run_1/cell_classes.png
Scale bar: 20 um. Fill, decap, tap and diode cells in grey.
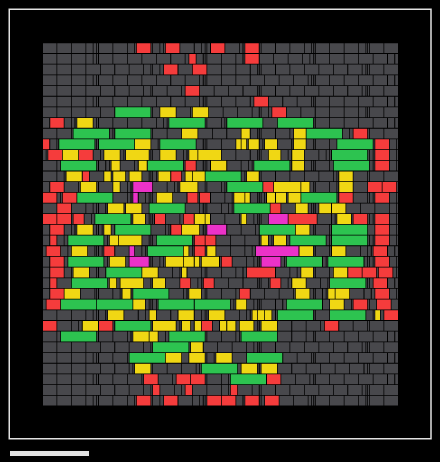
run_1/final_placement.png
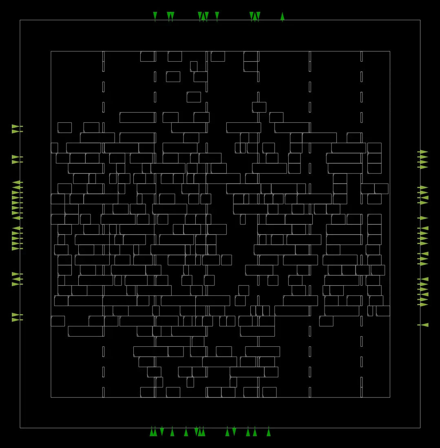
run_1/gate_families.png
Scale bar: 20 um.
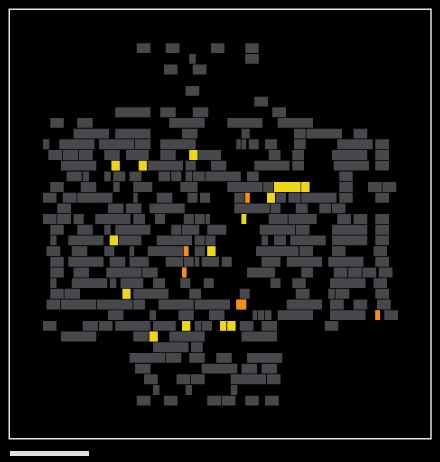
### config.mk
export PLATFORM = sky130hd
export DESIGN_NAME = nibble_serial_add_ctrl
export DESIGN_NICKNAME = d
export VERILOG_FILES = /design/src/rtl/nibble_serial_add_ctrl.sv
export SDC_FILE = /design/constraint.sdc
export NUM_CORES = 1
export LEC_CHECK = 0
export CAP_MARGIN = 25
export CORE_AREA = 8 8 99 101
export CTS_CLUSTER_DIAMETER = 30
export CTS_CLUSTER_SIZE = 25
export DETAILED_ROUTE_END_ITERATION = 7
export DIE_AREA = 0 0 107 109
export PLACE_DENSITY = 0.63
export SLEW_MARGIN = 10
export SYNTH_ARGS = -nofsm -noshare
export SYNTH_HDL_FRONTEND = slang
export SYNTH_SLANG_ARGS = --single-unit
### constraint.sdc
create_clock -name clk -period 3 [get_ports clk]
set_clock_uncertainty 0.15 [all_clocks]
set_input_delay 0.75 -clock clk [delete_from_list [all_inputs] [get_ports clk]]
set_output_delay 0.75 -clock clk [all_outputs]
set_load 0.02 [all_outputs]
### src/rtl/nibble_serial_add_ctrl.sv
// WIDTH-bit adder built from one external 4-bit ripple adder. The adder is used
// once per clock, LSB nibble first, and the carry is registered between steps.
module nibble_serial_add_ctrl #(
  parameter int WIDTH = 16
) (
  input  logic             clk,
  input  logic             rst,
  input  logic             start,
  input  logic [WIDTH-1:0] a,
  input  logic [WIDTH-1:0] b,
  input  logic             cin,
  output logic             busy,
  output logic             done,
  output logic [WIDTH-1:0] sum,
  output logic             cout,
  output logic [3:0]       ra_a,
  output logic [3:0]       ra_b,
  output logic             ra_cin,
  input  logic [3:0]       ra_s,
  input  logic             ra_cout
);

  localparam int NIB = WIDTH / 4;
  localparam int IW  = (NIB > 1) ? $clog2(NIB) : 1;
  localparam logic [IW-1:0] LAST = IW'(NIB - 1);

  // Handshake: a start seen in IDLE at a rising edge is accepted. busy is high
  // for the NIB nibble steps, then done pulses for exactly one cycle.
  typedef enum logic [1:0] {
    IDLE = 2'd0,
    RUN  = 2'd1,
    DONE = 2'd2
  } state_t;

  state_t           state;
  logic [WIDTH-1:0] opa;
  logic [WIDTH-1:0] opb;
  logic             carry;
  logic [IW-1:0]    idx;
  logic [3:0]       nib_a;
  logic [3:0]       nib_b;

  always_comb begin
    nib_a = 4'd0;
    nib_b = 4'd0;
    for (int i = 0; i < NIB; i++) begin
      if (idx == IW'(i)) begin
        nib_a = opa[4*i +: 4];
        nib_b = opb[4*i +: 4];
      end
    end
  end

  // The adder inputs are quiet outside RUN so the external adder sees zeros.
  assign ra_a   = (state == RUN) ? nib_a : 4'd0;
  assign ra_b   = (state == RUN) ? nib_b : 4'd0;
  assign ra_cin = (state == RUN) ? carry : 1'b0;

  assign busy = (state == RUN);
  assign done = (state == DONE);

  always_ff @(posedge clk or posedge rst) begin
    if (rst) begin
      state <= IDLE;
      opa   <= '0;
      opb   <= '0;
      carry <= 1'b0;
      idx   <= '0;
      sum   <= '0;
      cout  <= 1'b0;
    end else begin
      case (state)
        IDLE: begin
          if (start) begin
            opa   <= a;
            opb   <= b;
            carry <= cin;
            idx   <= '0;
            sum   <= '0;
            cout  <= 1'b0;
            state <= RUN;
          end
        end
        RUN: begin
          for (int i = 0; i < NIB; i++) begin
            if (idx == IW'(i)) sum[4*i +: 4] <= ra_s;
          end
          carry <= ra_cout;
          if (idx == LAST) begin
            cout  <= ra_cout;
            idx   <= '0;
            state <= DONE;
          end else begin
            idx <= idx + 1'b1;
          end
        end
        DONE: state <= IDLE;
        default: state <= IDLE;
      endcase
    end
  end

endmodule

==> metrics.yaml, run 1 <==
outcome:
  status: "completed"
grt:
  first_global_vias: 1949
  antenna_found_initial: 0
  grt_pass1_wl_mm: 10.2
timing:
  tightest_slew_ns: 0.529
  final.period_utilization_pct: 95.4
  fmax_mhz: 349
  final_max_slew_viol_count: 0
  fin_crit_ns: 2.86
  fin_tns_setup_ns: 0
  setup_viol: 0
yosys:
  yosys_cells: 184
  synth.area.top_cells: "dfrtp_1 56%, mux2_2 12%, a32o_1 5.4%, a22o_1 3.2%, nor2b_1 2.8%"
  syn_inst: 184
  syn_area_sq_um: 2430
  postSynthSeqShare_pct: 55.6
  synth-seq-cells: 54
  fp_nets: 229
  yosysWarnings: 0
cells_and_area:
  final_core_utilization_pct: 41.4
  drive_above_1_share_pct: 27.2
pwr:
  seq_power_share_pct: 33.5
  ir_worst_vdd_mv: 0.438
  p_clk_share_pct: 12.5
  power.internal_w: 0.00233
  p_leak_nw: 1.46
  power_frac_comb_pct: 54.0
  switching_share_pct: 38.1
detailed_routing:
  wirelength_mm: 6.25
  dr_total_vias: 1833
  drc: 0
  viasPerCell: 4.88
  drt_iter0_drc: 72
  first_pass_iters: 5
place:
  portBuffers: 68
  place_inst: 365
  routabilityCongestion: 0.721
setup_path:
  timing.rr.end: "sum[14]"
  path_class: "register to output pin"
  cp_max_fo: 9
  rr_worst_depth: 6
  cp-start-kind: "register"
  path_cells: "inv_1 -> buf_4 -> ha_1 -> buf_4 -> nor2b_1 -> o41ai_2 -> buf_2"
  worst_path_max_delay_cell: "dfrtp_1"
  cp_data_required_time_ns: 2.10
clock_network:
  ctsHtreeMaxLevel: 2
  clkLatencyLatePin_ns: 0.29
  cts_tree: "done"
  clock_path_buffers: 2
  numClockSinks: 54
  clkTransAtPathRegs_ns: 0.09
  cts_hold_buf: 0
  numCtsBuffers: 5
floorplan:
  die_area_sq_um: 11700
  coreArea_sq_um: 8380
  die_x_um: 107
  floorplan.rows: 34
  io-pin-count: 69
run:
  drv_cap: 0
hold_path:
  hold_path_end: "carry"
  holdPathStages: 2
-- cell_classes.png (at the start) --
- all other logic: yellow (cells 116)
- other buffers and delay cells: red (cells 90)
- clock drivers and dummy loads: magenta (cells 8)
- flip-flops: green (cells 54)

-- final_placement.png (at the start) --
Final Non-Filler Cells: 376
flop count: 54

-- gate_families.png (at the start) --
- NOR gates: yellow (cells 14; where centre)
- inverters: orange (cells 5; where centre)

## run 1: metrics by stage
step	total power, W	worst slack, ns	hold slack (ns)
6_report	0.00376	0.137	0.334
5_1_grt	0.00403	-0.00136	0.363
4_1_cts	0.00382	-0.000490	0.339
3_5_place_dp	0.00332	-0.0342	0.317
3_3_place_gp	0.00328	0.00175	0.302
2_1_floorplan	0.00247	0.217	0.288
## run 1: power groups by stage
stage	clock, W	combinational [W]	sequential [W]
floorplan	0	0.00112	0.00135
global placement	0	0.00201	0.00127
detailed placement	0	0.00204	0.00128
CTS	0.000490	0.00206	0.00126
global route	0.000517	0.00220	0.00131
finish	0.000470	0.00203	0.00126
## run 1: cells by family (layout without fill, tap and decap cells)
| group | count (synthesis) | after routing | synth area share (%) |
|---|---|---|---|
| buffers and inverters | 19 | 103 | 4.33 |
| adders and majority gates | 4 | 4 | 2.06 |
| DFF | 54 | 54 | 55.6 |
| muxes | 32 | 32 | 14.8 |
| AOI/OAI and AO/OA | 47 | 47 | 16.7 |
| and+or+nand+nor | 28 | 28 | 6.44 |
## run 1: how the worst max path moves through the flow
stage,slack [ns],cells past startpoint,from,endpoint
floorplan,0.22,6,idx[0],ra_a[0]
global placement,0.002,7,idx[0],ra_a[1]
detailed placement,-0.03,7,idx[0],ra_a[2]
CTS,-0.0005,4,state[1],ra_cin
global route,-0.001,7,idx[0],ra_b[1]
finish,0.14,7,idx[0],ra_b[3]
## run 1: layer usage
metal	part of all wire, %	global-route usage [%]
met5	0	0
met2	46	17.3
met4	0.67	2.71
met3	6.3	3.55
met1	47	14.3
## run 1: state kept, by name, summed over array words and instances (netlist names)
register,count
opa,16
opb,16
sum,16
idx,2
state,2
carry,1
cout,1
## run 1: cells in the final DEF, fill, tap and decap left out, drive strengths merged
cell type	count
nor2b	11
nor2	1
and2	1
ha	4
nor3b	1
a22oi	1
a32o	13
clkinvlp	1
nand2	5
nand3	7
a21oi	5
dfrtp	54
a21o	1
a221oi	7
mux2	32
a22o	9
nand2b	1
o31ai	2
clkdlybuf4s50	60
o21ai	1
buf	28
nor3	1
bufinv	1
o41ai	7
inv	4
o21bai	1
clkbuf	9
## run 1: worst max-delay path, delay by kind of cell, from the launching register on
kind            cells  cell delay [ns]
flops               1             0.38
fa+ha+maj           1             0.24
compound gates      1             0.30
buf+inv             4             0.62
simple gates        1             0.14
## run 1: synth_stat cells
master,number
a32o_1,13
nand2_1,5
inv_1,5
nand3_1,7
mux2_2,26
a22oi_1,1
buf_2,6
dfrtp_1,54
buf_6,2
a21oi_2,2
a21oi_1,3
nor2b_1,11
nor2_1,1
clkbuf_1,3
mux2_1,6
o21ai_0,1
o21bai_1,1
a221oi_1,7
o31ai_1,2
buf_4,3
o41ai_1,7
nor3b_2,1
a22o_1,9
and2_1,1
ha_1,4
nor3_1,1
nand2b_1,1
a21o_1,1
## run 1: cell type report
cell class                 count  area, sq um
inverter                       5         22.5
tap                          108          135
timing repair buffer          90          831
fill                         828         4910
clock buffer                   7         76.3
clock inverter                 1         30.0
sequential                    54         1350
multi-input combinational    111         1020
## run 1: timing repair
action	in CTS	in global routing
gates resized	32	12
setup endpoints to repair	10	10
pin swaps	2	1
setup buffers	3	0
==> run 1 -> run 2 <==
--- a/config.mk
+++ b/config.mk
@@ -7,10 +7,12 @@
 export LEC_CHECK = 0
 export CAP_MARGIN = 25
 export CORE_AREA = 8 8 99 101
+export CTS_BUF_LIST = sky130_fd_sc_hd__clkbuf_4 sky130_fd_sc_hd__clkbuf_8 sky130_fd_sc_hd__clkbuf_16
 export CTS_CLUSTER_DIAMETER = 30
 export CTS_CLUSTER_SIZE = 25
 export DETAILED_ROUTE_END_ITERATION = 7
 export DIE_AREA = 0 0 107 109
+export GPL_TIMING_DRIVEN = 0
 export PLACE_DENSITY = 0.63
 export SLEW_MARGIN = 10
 export SYNTH_ARGS = -nofsm -noshare
run_2/cell_classes.png
Scale bar: 20 um. Fill, decap, tap and diode cells in grey.
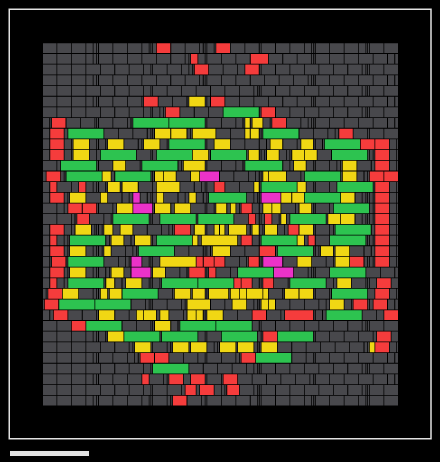
- other buffers and delay cells: red (cells 87)
- clock drivers and dummy loads: magenta (cells 8)
- flip-flops: green (cells 54)
- all other logic: yellow (cells 116)

run_2/final_placement.png
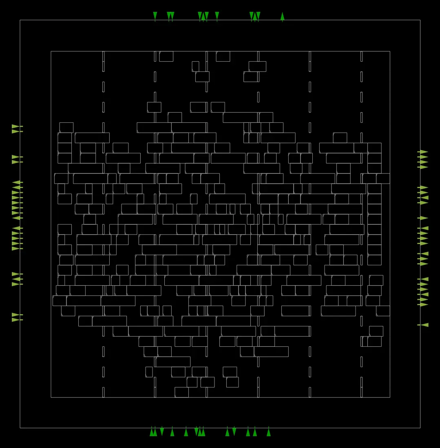
Final Non-Filler Cells: 373
fin util: 41.0%
fillers: 820
FP Rows: 34
tapcell count: 108

==> metrics.yaml, run 2 <==
outcome:
  status: "completed"  # unchanged
run:
  warning_count: 29  # was 30
  drv_cap: 0  # unchanged
yosys:
  ys_chip_area_sq_um: 2430  # unchanged
  synth_top_cell_by_count: "dfrtp_1"  # unchanged
  fp_nets: 229  # unchanged
  postSynthSeqShare_pct: 55.6  # unchanged
  syn_area_sq_um: 2430  # unchanged
  synth-seq-cells: 54  # unchanged
  synthFlopType: "dfrtp_1"  # unchanged
  yosysWarnings: 0  # unchanged
  async_flop_share_pct: 100  # unchanged
  ys_top_cells_by_count: "54 x dfrtp_1, 26 x mux2_2, 13 x a32o_1"  # unchanged
  yosys_cells: 184  # unchanged
  syn_area_per_cell_sq_um: 13.2  # unchanged
  synth.area.top_cells: "dfrtp_1 56%, mux2_2 12%, a32o_1 5.4%, a22o_1 3.2%, nor2b_1 2.8%"  # unchanged
  synthDominantCellAreaShare_pct: 55.6  # unchanged
  syn_inst: 184  # unchanged
  edf_count: 0  # unchanged
setup_path:
  crit_family: "buffers and inverters"  # unchanged
  path_class: "register to output pin"  # unchanged
  worst_path_max_delay_cell: "dfrtp_2"  # was dfrtp_1
  crit_buf_inv: 3  # was 4
  cp-start-kind: "register"  # unchanged
  rr_worst_depth: 4  # was 6
  cp-startpoint: "idx[0]"  # unchanged
  path_depth: 5  # was 7
  path_cells: "ha_1 -> buf_2 -> clkbuf_4 -> o41ai_2 -> buf_4"  # was inv_1 -> buf_4 -> ha_1 -> buf_4 -> nor2b_1 -> o41ai_2 -> buf_2
  cp_data_required_time_ns: 2.10  # about the same
  ff2ff_setup_slack_ns: 1.23  # was 1.21 ns
  reg2reg_from: "state[0]"  # was idx[0]
  cp_max_fo: 10  # was 9
cells_and_area:
  lay_top_cells: "58 x clkdlybuf4s50_1, 52 x dfrtp_1, 26 x mux2_2, 13 x a32o_1, 11 x buf_2"  # was 60 x clkdlybuf4s50_1, 54 x dfrtp_1, 26 x mux2_2, 20 x buf_4, 13 x a32o_1
  drive_above_1_share_pct: 28.3  # was 27.2%
  final_area_sq_um: 3440  # was 3470 sq um
  nets: 309  # was 312
  lay_top_count: "clkdlybuf4s50_1"  # unchanged
  top_regs: "opa x16, opb x16, sum x16"  # unchanged
timing:
  grt_setup_unrepaired: "false"
  final.period_utilization_pct: 96.6  # was 95.4%
  final_max_slew_viol_count: 0  # unchanged
  setup_viol: 0  # unchanged
  fmax_mhz: 345  # was 349 MHz
  setup_slack_ns: 0.102  # was 0.137 ns
  hold_viol: 0  # unchanged
  tightest_slew_ns: 0.564  # was 0.529 ns
  fin_crit_ns: 2.90  # was 2.86 ns
place:
  place_area_sq_um: 3270  # was 3330 sq um
  dp_slack_ns: -0.365  # was -0.0342 ns
  portBuffers: 68  # unchanged
  routabilityCongestion: 0.738  # was 0.721
  place_inst: 361  # was 365
clock_network:
  numCtsBuffers: 5  # unchanged
  ctsHtreeMaxLevel: 2  # unchanged
  clkTransAtPathRegs_ns: 0.09  # about the same
  cts_tree: "done"  # unchanged
  numClockSinks: 54  # unchanged
  clockRootBuffer: "clkbuf_8"  # unchanged
  clkLatencyLatePin_ns: 0.30  # was 0.29 ns
  clock_path_buffers: 2  # unchanged
  cts_hold_buf: 0  # unchanged
grt:
  first_global_vias: 1997  # was 1,949
  grt_pass1_wl_mm: 10.4  # was 10.2 mm
  antenna_found_initial: 0  # unchanged
pwr:
  power_density_nw_per_um2: 1070  # was 1090 nW/um^2
  p_leak_nw: 1.45  # was 1.46 nW
  ir_worst_vdd_mv: 0.428  # was 0.438 mV
floorplan:
  die_area_sq_um: 11700  # unchanged
  coreArea_sq_um: 8380  # unchanged
  die_x_um: 107  # unchanged
  io-pin-count: 69  # unchanged
detailed_routing:
  first_pass_iters: 4  # was 5
  drc: 0  # unchanged
  drt_iter0_drc: 63  # was 72
  viasPerCell: 4.90  # was 4.88
hold_path:
  holdPathStages: 2  # unchanged
run_2/metal_stack.png
Scale bar: 20 um.
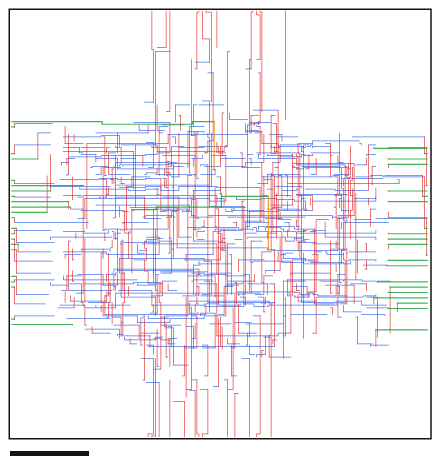
- met3: green (wire length 386 um)
- met4: orange (wire length 25.8 um)
- met2: red (wire length 3,080 um)
- met1: blue (wire length 2,980 um)
total vias in the final route: 1,827
GRT Util Overall: 11.3%
Routed WL: 6.47 mm

[run 2: cell counts after synthesis]
No cell type changed its count.
[run 2: metrics by stage]
stage / hold slack [ns] / total power, W / TNS [ns]
6_report: 0.330 / 0.00368 / 0
5_1_grt: 0.358 / 0.00394 / 0
4_1_cts: 0.336 / 0.00365 / 0
3_5_place_dp: 0.313 / 0.00323 / -1.98
3_3_place_gp: 0.308 / 0.00319 / -15.24
2_1_floorplan: 0.288 / 0.00247 / 0
[run 2: path summary, 6_finish.rpt]
check	to
hold / removal	carry
setup reg to reg	opa[9]
max in group asynchronous	state[0]
setup / recovery	ra_b[1]
min in group asynchronous	sum[10]
hold reg to reg	carry
[run 2: logic make-up after synthesis]
group,after synthesis,share of synthesized area (%)
flip-flops,54,55.6
adder cells (fa/ha/maj),4,2.06
buffers and inverters,19,4.33
multiplexers,32,14.8
AND/OR/NAND/NOR,28,6.44
AND-OR/OR-AND,47,16.7
[run 2: cell type report]
class | instances | area, sq um | area share (%)
clock inverters | 1 | 5.00 | 0.146
flip-flops and latches | 54 | 1350 | 39.4
well taps | 108 | 135 | 3.93
plain buffers | 14 | 101 | 2.95
clock buffers | 7 | 90.1 | 2.62
repair buffers | 73 | 698 | 20.3
multi-input cells | 111 | 1030 | 30.1
inverters | 5 | 18.8 | 0.546
[run 2: repair_timing]
action                                 4_1_cts  5_1_grt
endpoints found under the hold margin        0        0
gates resized                               50       11
buffers inserted                             1        3
setup endpoints to repair                    9        9
pin swaps                                    5        2
gates cloned                                 0        0
[run 2: worst min-delay path, cell delays in order, from the launching register on]
cell	delay [ns]
dfrtp_1	0.35
nand2_1	0.05
nand2_1	0.06
[run 2: power by group]
group / internal [W] / total [W] / switching (W)
Clock: 0.000196 / 0.000418 / 0.000222
Combinational: 0.000968 / 0.00197 / 0.000998
Sequential: 0.00108 / 0.00129 / 0.000216
Total: 0.00224 / 0.00368 / 0.00144
[run 2: routing by layer]
layer	wire, um	up-vias	track usage [%]
met1	2980	919	14.5
met2	3080	49	18.3
met4	25	0	2.11
met5	0	-	0
met3	386	4	3.72
li1	-	855	-
No activity file was given, so power comes from the tool's default toggle rates.
